<file path="src/rtl/spectag_resolver_pkg.sv">
`default_nettype none
// ============================================================================
// Module      : spectag_resolver_pkg
// Description : Shared sizing constants for the speculative-tag resolver.
//               SPECTAG_LEN is the one-hot tag width; it is always one wider
//               than the branch queue depth (one tag per outstanding branch
//               plus the non-speculative tag).
// Contents    : SPECTAG_LEN, BRANCH_ENT_NUM, BRDEPTH_LEN, ADDR_LEN, ptr_width()
// Revision    : 1.0 - initial release
// ============================================================================
package spectag_resolver_pkg;

  localparam int BRANCH_ENT_NUM = 4;
  localparam int SPECTAG_LEN    = BRANCH_ENT_NUM + 1;
  localparam int ADDR_LEN       = 32;

  // Pointer width for an n-entry circular queue; never narrower than 1 bit
  // so a single-entry queue still has a legal pointer register.
  function automatic int ptr_width(input int n);
    return (n > 1) ? $clog2(n) : 1;
  endfunction

  localparam int BRDEPTH_LEN = ptr_width(BRANCH_ENT_NUM);

endpackage : spectag_resolver_pkg
`default_nettype wire

</file>
<file path="src/rtl/spectag_resolver_if.sv">
`default_nettype none
// ============================================================================
// Module      : spectag_resolver_if
// Description : Dispatch, execution-outcome and retire-feedback bundle of the
//               speculative-tag resolver.
// Ports       : master - drives dispatch (enable, branchvalid1/2, tagreg,
//                        sptag1/2) and outcomes (exe_*); observes feedback.
//               slave  - the resolver; drives prsuccess, prmiss, tagregfix,
//                        kill_mask, prmiss_pc, empty, overflow.
// Revision    : 1.0 - initial release
// ============================================================================
interface spectag_resolver_if
  import spectag_resolver_pkg::*;
#(
  parameter int TAG_LEN = SPECTAG_LEN,
  parameter int ADDR_W  = ADDR_LEN
);

  // Dispatch side
  logic               enable;
  logic               branchvalid1;
  logic               branchvalid2;
  logic [TAG_LEN-1:0] tagreg;
  logic [TAG_LEN-1:0] sptag1;
  logic [TAG_LEN-1:0] sptag2;
  // Execution outcome
  logic               exe_valid;
  logic [TAG_LEN-1:0] exe_tag;
  logic               exe_miss;
  logic [ADDR_W-1:0]  exe_target;
  // Retire feedback
  logic               prsuccess;
  logic               prmiss;
  logic [TAG_LEN-1:0] tagregfix;
  logic [TAG_LEN-1:0] kill_mask;
  logic [ADDR_W-1:0]  prmiss_pc;
  logic               empty;
  logic               overflow;

  modport master (
    output enable, branchvalid1, branchvalid2, tagreg, sptag1, sptag2,
    output exe_valid, exe_tag, exe_miss, exe_target,
    input  prsuccess, prmiss, tagregfix, kill_mask, prmiss_pc, empty, overflow
  );

  modport slave (
    input  enable, branchvalid1, branchvalid2, tagreg, sptag1, sptag2,
    input  exe_valid, exe_tag, exe_miss, exe_target,
    output prsuccess, prmiss, tagregfix, kill_mask, prmiss_pc, empty, overflow
  );

endinterface : spectag_resolver_if
`default_nettype wire

</file>
<file path="src/rtl/spectag_resolver_brq_entry.sv">
`default_nettype none
// ============================================================================
// Module      : brq_entry
// Description : One branch-queue entry: holds {valid, own, parent, resolved,
//               miss, target}, CAM-compares its own tag against the execution
//               outcome and records it on a match.
// Ports       : clk, reset (async active-low)
//               flush_i  - clear (mispredict flush)
//               alloc_i  - load a new branch (alloc_own_i / alloc_parent_i)
//               pop_i    - clear after a correct retire
//               exe_*_i  - execution outcome broadcast
//               *_o      - registered entry fields
// Revision    : 1.0 - initial release
// ============================================================================
module brq_entry
  import spectag_resolver_pkg::*;
#(
  parameter int TAG_LEN = SPECTAG_LEN,
  parameter int ADDR_W  = ADDR_LEN
) (
  input  wire logic               clk,
  input  wire logic               reset,
  input  wire logic               flush_i,
  input  wire logic               alloc_i,
  input  wire logic [TAG_LEN-1:0] alloc_own_i,
  input  wire logic [TAG_LEN-1:0] alloc_parent_i,
  input  wire logic               pop_i,
  input  wire logic               exe_valid_i,
  input  wire logic [TAG_LEN-1:0] exe_tag_i,
  input  wire logic               exe_miss_i,
  input  wire logic [ADDR_W-1:0]  exe_target_i,
  output logic                    valid_o,
  output logic [TAG_LEN-1:0]      own_o,
  output logic [TAG_LEN-1:0]      parent_o,
  output logic                    resolved_o,
  output logic                    miss_o,
  output logic [ADDR_W-1:0]       target_o
);

  logic               valid_q,    valid_d;
  logic [TAG_LEN-1:0] own_q,      own_d;
  logic [TAG_LEN-1:0] parent_q,   parent_d;
  logic               resolved_q, resolved_d;
  logic               miss_q,     miss_d;
  logic [ADDR_W-1:0]  target_q,   target_d;
  logic               w_match;

  assign w_match = valid_q && exe_valid_i && (own_q == exe_tag_i);

  // Alloc outranks pop: on a full queue that retires and dispatches in the
  // same cycle, the freed head slot is exactly where the new branch lands.
  always_comb begin
    valid_d    = valid_q;
    own_d      = own_q;
    parent_d   = parent_q;
    resolved_d = resolved_q;
    miss_d     = miss_q;
    target_d   = target_q;
    if (flush_i) begin
      valid_d    = 1'b0;
      resolved_d = 1'b0;
      miss_d     = 1'b0;
    end else if (alloc_i) begin
      valid_d    = 1'b1;
      own_d      = alloc_own_i;
      parent_d   = alloc_parent_i;
      resolved_d = 1'b0;
      miss_d     = 1'b0;
    end else if (pop_i) begin
      valid_d    = 1'b0;
      resolved_d = 1'b0;
      miss_d     = 1'b0;
    end else if (w_match) begin
      // A repeated outcome simply overwrites the earlier one.
      resolved_d = 1'b1;
      miss_d     = exe_miss_i;
      target_d   = exe_target_i;
    end
  end

  always_ff @(posedge clk or negedge reset) begin
    if (!reset) begin
      valid_q    <= 1'b0;
      own_q      <= '0;
      parent_q   <= '0;
      resolved_q <= 1'b0;
      miss_q     <= 1'b0;
      target_q   <= '0;
    end else begin
      valid_q    <= valid_d;
      own_q      <= own_d;
      parent_q   <= parent_d;
      resolved_q <= resolved_d;
      miss_q     <= miss_d;
      target_q   <= target_d;
    end
  end

  assign valid_o    = valid_q;
  assign own_o      = own_q;
  assign parent_o   = parent_q;
  assign resolved_o = resolved_q;
  assign miss_o     = miss_q;
  assign target_o   = target_q;

endmodule : brq_entry
`default_nettype wire

</file>
<file path="src/rtl/spectag_resolver.sv">
`default_nettype none
// ============================================================================
// Module      : spectag_resolver
// Description : Branch queue that records dispatched speculative branches,
//               collects out-of-order outcomes and retires oldest-first,
//               producing prsuccess / prmiss / tagregfix feedback plus a
//               kill mask and redirect PC.
// Ports       : clk   - clock
//               reset - asynchronous, active-low
//               bus   - spectag_resolver_if.slave (dispatch, outcome,
//                       retire feedback, empty, overflow)
// Revision    : 1.0 - initial release
// ============================================================================
module spectag_resolver
  import spectag_resolver_pkg::*;
#(
  parameter int SPECTAG_LEN    = spectag_resolver_pkg::SPECTAG_LEN,
  parameter int BRANCH_ENT_NUM = spectag_resolver_pkg::BRANCH_ENT_NUM,
  parameter int ADDR_LEN       = spectag_resolver_pkg::ADDR_LEN
) (
  input  wire logic         clk,
  input  wire logic         reset,
  spectag_resolver_if.slave bus
);

  localparam int PTR_LEN = ptr_width(BRANCH_ENT_NUM);
  localparam int CNT_LEN = $clog2(BRANCH_ENT_NUM + 1);
  localparam logic [PTR_LEN-1:0] LAST_PTR = PTR_LEN'(BRANCH_ENT_NUM - 1);

  function automatic logic [PTR_LEN-1:0] ptr_inc(input logic [PTR_LEN-1:0] p);
    return (p == LAST_PTR) ? '0 : p + 1'b1;
  endfunction

  logic [PTR_LEN-1:0] head_q, head_d;
  logic [PTR_LEN-1:0] tail_q, tail_d;
  logic [CNT_LEN-1:0] count_q, count_d;
  logic               overflow_q, overflow_d;

  logic                   ent_valid    [BRANCH_ENT_NUM];
  logic [SPECTAG_LEN-1:0] ent_own      [BRANCH_ENT_NUM];
  logic [SPECTAG_LEN-1:0] ent_parent   [BRANCH_ENT_NUM];
  logic                   ent_resolved [BRANCH_ENT_NUM];
  logic                   ent_miss     [BRANCH_ENT_NUM];
  logic [ADDR_LEN-1:0]    ent_target   [BRANCH_ENT_NUM];

  logic                   w_alloc      [BRANCH_ENT_NUM];
  logic [SPECTAG_LEN-1:0] w_alloc_own  [BRANCH_ENT_NUM];
  logic [SPECTAG_LEN-1:0] w_alloc_par  [BRANCH_ENT_NUM];

  logic                   w_retire_ok;
  logic                   w_retire_miss;
  logic [SPECTAG_LEN-1:0] w_kill;
  logic [PTR_LEN-1:0]     w_wr_ptr;
  logic                   w_drop;
  int                     w_space;
  int                     w_n_push;

  // Retire decision looks only at registered head state.
  assign w_retire_ok   = ent_valid[head_q] && ent_resolved[head_q] && !ent_miss[head_q];
  assign w_retire_miss = ent_valid[head_q] && ent_resolved[head_q] &&  ent_miss[head_q];

  always_comb begin
    w_kill = '0;
    for (int i = 0; i < BRANCH_ENT_NUM; i++) begin
      if (ent_valid[i]) w_kill = w_kill | ent_own[i];
    end
  end

  // Push placement. A slot retiring this cycle counts as free, so a full
  // queue can still accept a branch while prsuccess is high. Slot 2 is only
  // considered after slot 1, so slot order is preserved when space runs out.
  always_comb begin
    for (int i = 0; i < BRANCH_ENT_NUM; i++) begin
      w_alloc[i]     = 1'b0;
      w_alloc_own[i] = '0;
      w_alloc_par[i] = '0;
    end
    w_space  = BRANCH_ENT_NUM - int'(count_q) + (w_retire_ok ? 1 : 0);
    w_n_push = 0;
    w_drop   = 1'b0;
    w_wr_ptr = tail_q;
    if (bus.enable && !w_retire_miss) begin
      if (bus.branchvalid1) begin
        if (w_n_push < w_space) begin
          w_alloc[w_wr_ptr]     = 1'b1;
          w_alloc_own[w_wr_ptr] = bus.sptag1;
          w_alloc_par[w_wr_ptr] = bus.tagreg;
          w_wr_ptr              = ptr_inc(w_wr_ptr);
          w_n_push              = w_n_push + 1;
        end else begin
          w_drop = 1'b1;
        end
      end
      if (bus.branchvalid2) begin
        if (w_n_push < w_space) begin
          w_alloc[w_wr_ptr]     = 1'b1;
          w_alloc_own[w_wr_ptr] = bus.sptag2;
          w_alloc_par[w_wr_ptr] = bus.sptag1;
          w_wr_ptr              = ptr_inc(w_wr_ptr);
          w_n_push              = w_n_push + 1;
        end else begin
          w_drop = 1'b1;
        end
      end
    end
  end

  always_comb begin
    head_d     = head_q;
    tail_d     = w_wr_ptr;
    count_d    = CNT_LEN'(int'(count_q) + w_n_push - (w_retire_ok ? 1 : 0));
    overflow_d = overflow_q | w_drop;
    if (w_retire_miss) begin
      head_d  = '0;
      tail_d  = '0;
      count_d = '0;
    end else if (w_retire_ok) begin
      head_d = ptr_inc(head_q);
    end
  end

  always_ff @(posedge clk or negedge reset) begin
    if (!reset) begin
      head_q     <= '0;
      tail_q     <= '0;
      count_q    <= '0;
      overflow_q <= 1'b0;
    end else begin
      head_q     <= head_d;
      tail_q     <= tail_d;
      count_q    <= count_d;
      overflow_q <= overflow_d;
    end
  end

  generate
    for (genvar g = 0; g < BRANCH_ENT_NUM; g++) begin : g_entry
      logic w_pop;
      assign w_pop = w_retire_ok && (head_q == PTR_LEN'(g));

      brq_entry #(
        .TAG_LEN (SPECTAG_LEN),
        .ADDR_W  (ADDR_LEN)
      ) u_entry (
        .clk            (clk),
        .reset          (reset),
        .flush_i        (w_retire_miss),
        .alloc_i        (w_alloc[g]),
        .alloc_own_i    (w_alloc_own[g]),
        .alloc_parent_i (w_alloc_par[g]),
        .pop_i          (w_pop),
        .exe_valid_i    (bus.exe_valid),
        .exe_tag_i      (bus.exe_tag),
        .exe_miss_i     (bus.exe_miss),
        .exe_target_i   (bus.exe_target),
        .valid_o        (ent_valid[g]),
        .own_o          (ent_own[g]),
        .parent_o       (ent_parent[g]),
        .resolved_o     (ent_resolved[g]),
        .miss_o         (ent_miss[g]),
        .target_o       (ent_target[g])
      );
    end
  endgenerate

  assign bus.prsuccess = w_retire_ok;
  assign bus.prmiss    = w_retire_miss;
  assign bus.tagregfix = w_retire_miss ? ent_parent[head_q] : '0;
  assign bus.kill_mask = w_retire_miss ? w_kill : '0;
  assign bus.prmiss_pc = w_retire_miss ? ent_target[head_q] : '0;
  assign bus.empty     = (count_q == '0);
  assign bus.overflow  = overflow_q;

endmodule : spectag_resolver
`default_nettype wire

</file>
<file path="src/flat_wrapper.sv">
// flat-port wrapper written by rule: the top's interface ports become plain ports
module spectag_resolver_flat import spectag_resolver_pkg::*;
#(
  parameter int SPECTAG_LEN    = spectag_resolver_pkg::SPECTAG_LEN,
  parameter int BRANCH_ENT_NUM = spectag_resolver_pkg::BRANCH_ENT_NUM,
  parameter int ADDR_LEN       = spectag_resolver_pkg::ADDR_LEN
)
  (clk, reset, bus_enable, bus_branchvalid1, bus_branchvalid2, bus_tagreg, bus_sptag1, bus_sptag2, bus_exe_valid, bus_exe_tag, bus_exe_miss, bus_exe_target, bus_prsuccess, bus_prmiss, bus_tagregfix, bus_kill_mask, bus_prmiss_pc, bus_empty, bus_overflow);
  spectag_resolver_if #(.TAG_LEN((SPECTAG_LEN)), .ADDR_W((ADDR_LEN))) bus_i ();
  input  wire logic clk;
  input  wire logic reset;
  input wire logic [$bits(bus_i.enable)-1:0] bus_enable;
  input wire logic [$bits(bus_i.branchvalid1)-1:0] bus_branchvalid1;
  input wire logic [$bits(bus_i.branchvalid2)-1:0] bus_branchvalid2;
  input wire logic [$bits(bus_i.tagreg)-1:0] bus_tagreg;
  input wire logic [$bits(bus_i.sptag1)-1:0] bus_sptag1;
  input wire logic [$bits(bus_i.sptag2)-1:0] bus_sptag2;
  input wire logic [$bits(bus_i.exe_valid)-1:0] bus_exe_valid;
  input wire logic [$bits(bus_i.exe_tag)-1:0] bus_exe_tag;
  input wire logic [$bits(bus_i.exe_miss)-1:0] bus_exe_miss;
  input wire logic [$bits(bus_i.exe_target)-1:0] bus_exe_target;
  output wire logic [$bits(bus_i.prsuccess)-1:0] bus_prsuccess;
  output wire logic [$bits(bus_i.prmiss)-1:0] bus_prmiss;
  output wire logic [$bits(bus_i.tagregfix)-1:0] bus_tagregfix;
  output wire logic [$bits(bus_i.kill_mask)-1:0] bus_kill_mask;
  output wire logic [$bits(bus_i.prmiss_pc)-1:0] bus_prmiss_pc;
  output wire logic [$bits(bus_i.empty)-1:0] bus_empty;
  output wire logic [$bits(bus_i.overflow)-1:0] bus_overflow;
  assign bus_i.enable = bus_enable;
  assign bus_i.branchvalid1 = bus_branchvalid1;
  assign bus_i.branchvalid2 = bus_branchvalid2;
  assign bus_i.tagreg = bus_tagreg;
  assign bus_i.sptag1 = bus_sptag1;
  assign bus_i.sptag2 = bus_sptag2;
  assign bus_i.exe_valid = bus_exe_valid;
  assign bus_i.exe_tag = bus_exe_tag;
  assign bus_i.exe_miss = bus_exe_miss;
  assign bus_i.exe_target = bus_exe_target;
  assign bus_prsuccess = bus_i.prsuccess;
  assign bus_prmiss = bus_i.prmiss;
  assign bus_tagregfix = bus_i.tagregfix;
  assign bus_kill_mask = bus_i.kill_mask;
  assign bus_prmiss_pc = bus_i.prmiss_pc;
  assign bus_empty = bus_i.empty;
  assign bus_overflow = bus_i.overflow;
  spectag_resolver #(.SPECTAG_LEN(SPECTAG_LEN), .BRANCH_ENT_NUM(BRANCH_ENT_NUM), .ADDR_LEN(ADDR_LEN)) u_core (.clk(clk), .reset(reset), .bus(bus_i));
endmodule
</file>
<file path="config.mk">
export PLATFORM = sky130hd
export DESIGN_NAME = spectag_resolver_flat
export DESIGN_NICKNAME = d
export VERILOG_FILES = /design/src/rtl/spectag_resolver_pkg.sv /design/src/rtl/spectag_resolver_if.sv /design/src/rtl/spectag_resolver_brq_entry.sv /design/src/rtl/spectag_resolver.sv /design/src/flat_wrapper.sv
export SDC_FILE = /design/constraint.sdc
export NUM_CORES = 1
export LEC_CHECK = 0
export ABC_CLOCK_PERIOD_IN_PS = 4900
export CAP_MARGIN = 20
export CORE_ASPECT_RATIO = 1.4
export CORE_MARGIN = 5
export CORE_UTILIZATION = 45
export DETAILED_ROUTE_END_ITERATION = 8
export HOLD_SLACK_MARGIN = 0.12
export PLACE_DENSITY = 0.72
export SLEW_MARGIN = 20
export SYNTH_ARGS = -nofsm -noshare
export SYNTH_HDL_FRONTEND = slang
export SYNTH_HIERARCHICAL = 1
export SYNTH_SLANG_ARGS = --single-unit
</file>
<file path="constraint.sdc">
create_clock -name clk -period 4.9 [get_ports clk]
set_clock_uncertainty 0.2 [all_clocks]
set_input_delay 0.735 -clock clk [delete_from_list [all_inputs] [get_ports clk]]
set_output_delay 0.735 -clock clk [all_outputs]
set_load 0.02 [all_outputs]
</file>
run_1/pdn.png
Scale: 2 px per um. Pins as bars on the die edge. Tap cells in gray.
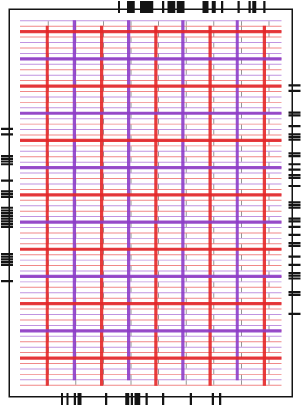
Key: purple = VDD; red = VSS
105 signal pins sit on the boundary. 13 straps on met5.
Core Area: 23,800 um^2
VDD IR-drop max: 0.000401 V
Die Ht: 193 um

run_1/cell_classes.png
Scale: 2 px per um. Fill, decap, tap and diode cells in gray.
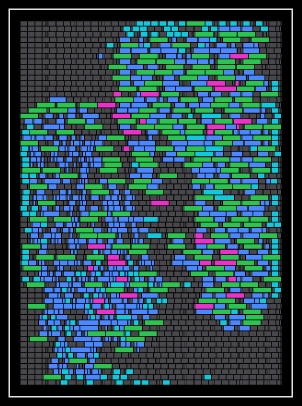
Key: blue = all other logic [cells 563]; cyan = other buffers and delay cells [cells 158]; green = flip-flops [cells 188]; magenta = clock drivers and dummy loads [cells 32]
Seq area share: 36.1%
fin util: 54.8%
row count: 67
Finished Cell Area: 13,000 um^2

run_1/clock_map.png
Scale: 2 px per um.
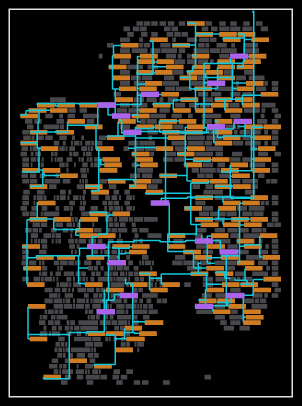
Key: cyan = clock wires [length 2,430 um]; purple = cells driving clock nets [count 17]; orange = flip-flops [count 188]
There are 18 routed clock nets.

run_1/metal_stack.png
Scale: 2 px per um.
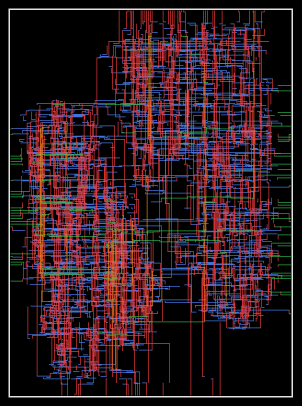
Key: red = met2 [wire length 13,500 um]; blue = met1 [wire length 11,100 um]; green = met3 [wire length 1,410 um]; orange = met4 [wire length 1,080 um]
Post-Route WL: 27.1 mm
GRT Total Usage: 19.6%

==> flow_metrics.tcl, run 1 <==
# metrics dict for downstream scripts
set metrics [dict create \
    yosys_area_um2 10800 \
    ys_top_cells_by_count "dfrtp_1, mux2_4, nand2_1" \
    gp_congestion 0.834 \
    fa_ha_area_share_pct 2.51 \
    htreeDepth 4 \
    viasPerCell 5.73 \
    fin_setup_tns_ns 0 \
    cts_hold_buf 0 \
    clk_latency_ns 0.45 \
    cts_tree "built" \
    numSequentialCells 188 \
    min_path_type "in2async" \
    r2r-end "u_core/g_entry[3].u_entry/target_o[19]" \
    chipArea_um2 27200 \
    relSlewSlack_pct 45.7 \
    wl_per_cell_um 21.6 \
    globalRouteOverflowTotal 0 \
    hold_violations 0 \
    ioPinCount 105 \
    place_area_um2 12200 \
    grt_antenna_before_repair 0 \
    top_logic_kind "multiplexers" \
    taps 310 \
    setup_viol 0 \
    num-multi-input-gates 541 \
    synth_seq_share_pct 43.7 \
    clk_share_pct 4.82 \
    path_class "reg2reg" \
    cp_max_fo 8 \
    timing.hold.ws_ns 0.127 \
    fmax_ghz 0.211 \
    synth_area_um2 10800 \
    port_buffers 104 \
    simple_gate_area_share_pct 11.0 \
    numCtsBuffers 17 \
    synthCells 815 \
    cts.path.max_buffers 2 \
    min_period_over_period_pct 96.6 \
    power.density_nw_per_um2 544 \
    setup_ws_ns 0.165 \
    worstPathRequired_ns 5.03 \
    crit_path_max_incr_delay_ns 0.58 \
    slew_viol_final 0 \
    start_kind "register" \
    largest_class "multi-input combinational cells" \
    cp_num_buf_inv 4 \
    endpoint "u_core/g_entry[3].u_entry/target_o[19]" \
    synth_area_leader_cell "dfrtp_1" \
    dieWidth_um 141 \
    r2r_cells 20 \
    rrSetupSlack_ns 0.16 \
    diodes 0 \
    grt_pass1_wl_mm 41.8 \
    nNonClkInverters 22 \
    first_iter_violations 430 \
    num_vias 7165 \
    fp_nets 895 \
    ys_cells 815 \
    layout.nets 1008 \
    placedCellCount 1211 \
    cp_top_family "simple AND/OR/NAND/NOR gates" \
    place_hpwl_mm 16.6 \
    final_cell_mix "dfrtp_1, mux2_4, clkdlybuf4s50_1, nand2_1, a21oi_1" \
    power.total_mw 7.10 \
    status "finished clean" \
    root_buffer "clkbuf_16" \
    reg2reg_from "u_core/head_q[0]" \
    drive_gt1_share_pct 34.9 \
    rsz0062_at_grt "no" \
    dp_slack_ns -0.0165 \
    largest_register_ffs 128 \
    fin_crit_ns 4.74 \
    cp_cell_sequence "mux4_2 > nor2b_4 > ha_4 > ha_4 > nor2b_2 > o21ai_1 > buf_4 > a21oi_4 > mux2i_2 > inv_2 > ha_2 > inv_2 > a211oi_2 > a21oi_1 > nor2_2 > nor3_4 > nor2b_4 > or4b_4 > clkbuf_16 > mux2_4" \
    clkbuf_count 17 \
    combGateArea_um2 5610 \
    fp-utilization_pct 45.2 \
    fill_cells 1981 \
    path_depth 20 \
    grt_max_degree 84 \
    ff_type "dfrtp_1" \
    mux_area_share_pct 30.5 \
    drc_errors 0 \
    yosysMostFrequentCell "dfrtp_1" \
    cpMaxStageDelayCell "or4b_4" \
    ys_warn_count 6 \
    yosysUniqueCellTypes 47 \
    end_kind "register" \
]
[run 1: timing repair]
action / 4_1_cts / 5_1_grt
pin swaps: 0 / 6
endpoints found under the setup margin: 66 / 129
cloned: 3 / 3
buffers inserted: 0 / 2
resized: 4 / 17
[run 1: routing by layer]
layer / routed length (um) / vias to the layer above / GRT usage, % / part of all wire (%)
met5: 0 / - / 0 / 0
met4: 1080 / 0 / 9.10 / 4.0
met3: 1410 / 58 / 3.48 / 5.2
met2: 13500 / 242 / 33.5 / 50
met1: 11100 / 3671 / 24.3 / 41
li1: - / 3194 / - / -
[run 1: power breakdown]
group	total [mW]	leakage (nW)	internal (mW)	switching, mW
Clock	1.47	0.309	0.784	0.690
Sequential	2.51	2.49	2.13	0.384
Combinational	3.11	3.31	1.73	1.38
Total	7.10	6.11	4.64	2.46
run_1/final_congestion.png
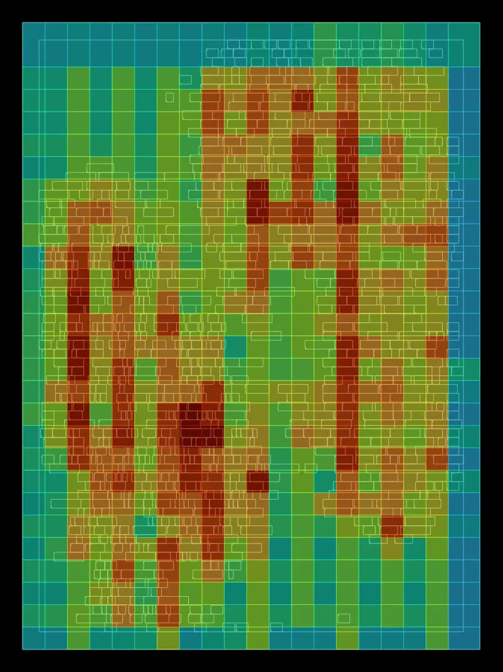

## Run 2: what changed since run 1
- CORE_UTILIZATION: 45 -> 52
- PLACE_DENSITY: 0.72 -> 0.81
run_2/final_congestion.png
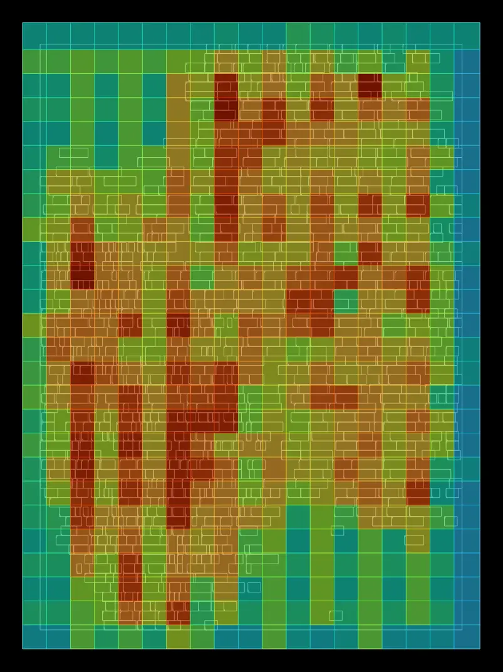
GRT Total Usage: 23.1%
met2 usage: 40.8%

==> run 2 against run 1 <==
Against the previous run:
- routed wire length increased by 2.4%
- count of clock-buffer cells in the layout did not move
- power shrank 0.30%
- utilization grew 8.4 points
- hold slack better by 0.067 ns
- first-iteration DRC count grew 9.5%
- highest routed layer unchanged
==> flow_metrics.tcl, run 2 <==
# metrics dict for downstream scripts
set metrics [dict create \
    grt_antenna_before_repair 1 \
    path_class "reg2reg" \
    clk_latency_ns 0.45 \
    chipArea_um2 23700 \
    endpoint "u_core/g_entry[1].u_entry/target_o[23]" \
    setup_ws_ns 0.178 \
    placedCellCount 1151 \
    fp_nets 895 \
    grt_pass1_wl_mm 43.5 \
    num_rows 62 \
    yosys_area_um2 10800 \
    top_logic_kind "multiplexers" \
    fp-utilization_pct 52.6 \
    synth_area_leader_cell "dfrtp_1" \
    final_cell_mix "dfrtp_1, mux2_4, clkdlybuf4s50_1, nand2_1, a21oi_1" \
    power_sequential_mw 2.52 \
    fin_crit_ns 4.72 \
    min_path_type "in2async" \
    ys_warn_count 6 \
    cp_num_buf_inv 4 \
    htreeDepth 4 \
    status "finished clean" \
    numCtsBuffers 17 \
    relSlewSlack_pct 34.4 \
    final_area_um2 12900 \
    seqPwrFrac_pct 35.7 \
    cts_tree "built" \
    fmax_ghz 0.212 \
    ioPinCount 105 \
    top_power_group "combinational logic" \
    gp_congestion 0.869 \
    synthCells 815 \
    place_area_um2 12000 \
    reg2reg_from "u_core/g_entry[2].u_entry/resolved_o" \
    p_comb_share_pct 44.0 \
    place_hpwl_mm 16.9 \
    grt_max_degree 106 \
    mux_area_share_pct 30.5 \
    simple_gate_area_share_pct 11.0 \
    dieWidth_um 132 \
    die_y_um 180 \
    combGateArea_um2 5620 \
    layout.nets 1002 \
    ys_top_cells_by_count "dfrtp_1, mux2_4, nand2_1" \
    yosysMostFrequentCell "dfrtp_1" \
    port_buffers 104 \
    start_kind "register" \
    drive_gt1_share_pct 34.4 \
    peakVddDrop_v 0.000393 \
    yosysUniqueCellTypes 47 \
    timing.hold.ws_ns 0.195 \
    crit_path_max_incr_delay_ns 0.54 \
    root_buffer "clkbuf_16" \
    fin_setup_tns_ns 0 \
    worstPathRequired_ns 5.03 \
    powerClk_mw 1.44 \
    largest_register_ffs 128 \
    drc_errors 0 \
    wl_per_cell_um 23.3 \
    core_um2 20500 \
    cts.path.max_buffers 2 \
    cts_resized 8 \
    rrSetupSlack_ns 0.18 \
    num_vias 7272 \
    dp_slack_ns -0.0416 \
    path_depth 21 \
    r2r-end "u_core/g_entry[1].u_entry/target_o[23]" \
    setup_viol 0 \
    r2r_cells 21 \
    ff_type "dfrtp_1" \
    fa_ha_area_share_pct 2.51 \
    comb_cell_power_mw 3.11 \
    first_iter_violations 471 \
    viasPerCell 6.10 \
    cp_max_fo 11 \
    cp_cell_sequence "and2_1 > mux4_2 > nor2b_4 > ha_2 > ha_4 > xnor2_4 > nor3_2 > buf_4 > a21oi_4 > mux2i_2 > buf_4 > ha_1 > inv_1 > a211oi_2 > a21oi_1 > nor2_1 > nor3_4 > nor2b_1 > or4b_4 > bufbuf_16 > mux2_4" \
    cts_hold_buf 0 \
    clkPwrFrac_pct 20.3 \
    post-cts-setup-buffers 0 \
    end_kind "register" \
    switching_share_pct 35.9 \
]
run_2/clock_map.png
Scale: 2 px per um.
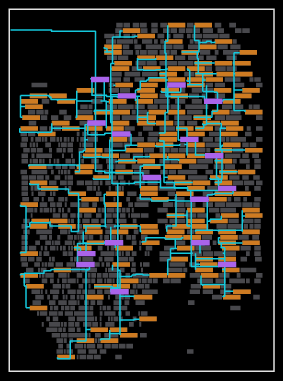
Key: cyan = clock wires [length 2,220 um]; orange = flip-flops [count 188]; purple = cells driving clock nets [count 17]
There are 18 routed clock nets.

[run 2: cell type report]
class | count | share of cell area [%]
antenna | 1 | 0.0193
clock inverter | 15 | 1.63
tap | 256 | 2.47
timing repair buffer | 152 | 12.2
sequential | 188 | 36.4
clock buffer | 17 | 3.29
multi-input combinational | 541 | 43.4
inverter | 22 | 0.638
[run 2: metrics by stage]
step / util (%) / power (mW)
6_report: 63.2 / 7.08
5_1_grt: 63.2 / 7.44
4_1_cts: 62.6 / 6.95
3_5_place_dp: 58.8 / 5.46
3_3_place_gp: 58.8 / 5.34
2_1_floorplan: - / 4.64
[run 2: metal layers]
layer	GRT usage, %	share of wire [%]	up-vias
li1	-	-	3181
met4	8.40	2.7	0
met3	3.97	5.1	49
met1	28.2	40	3745
met2	40.8	53	297
met5	0	0	-
Power and IR drop assume default switching activity.
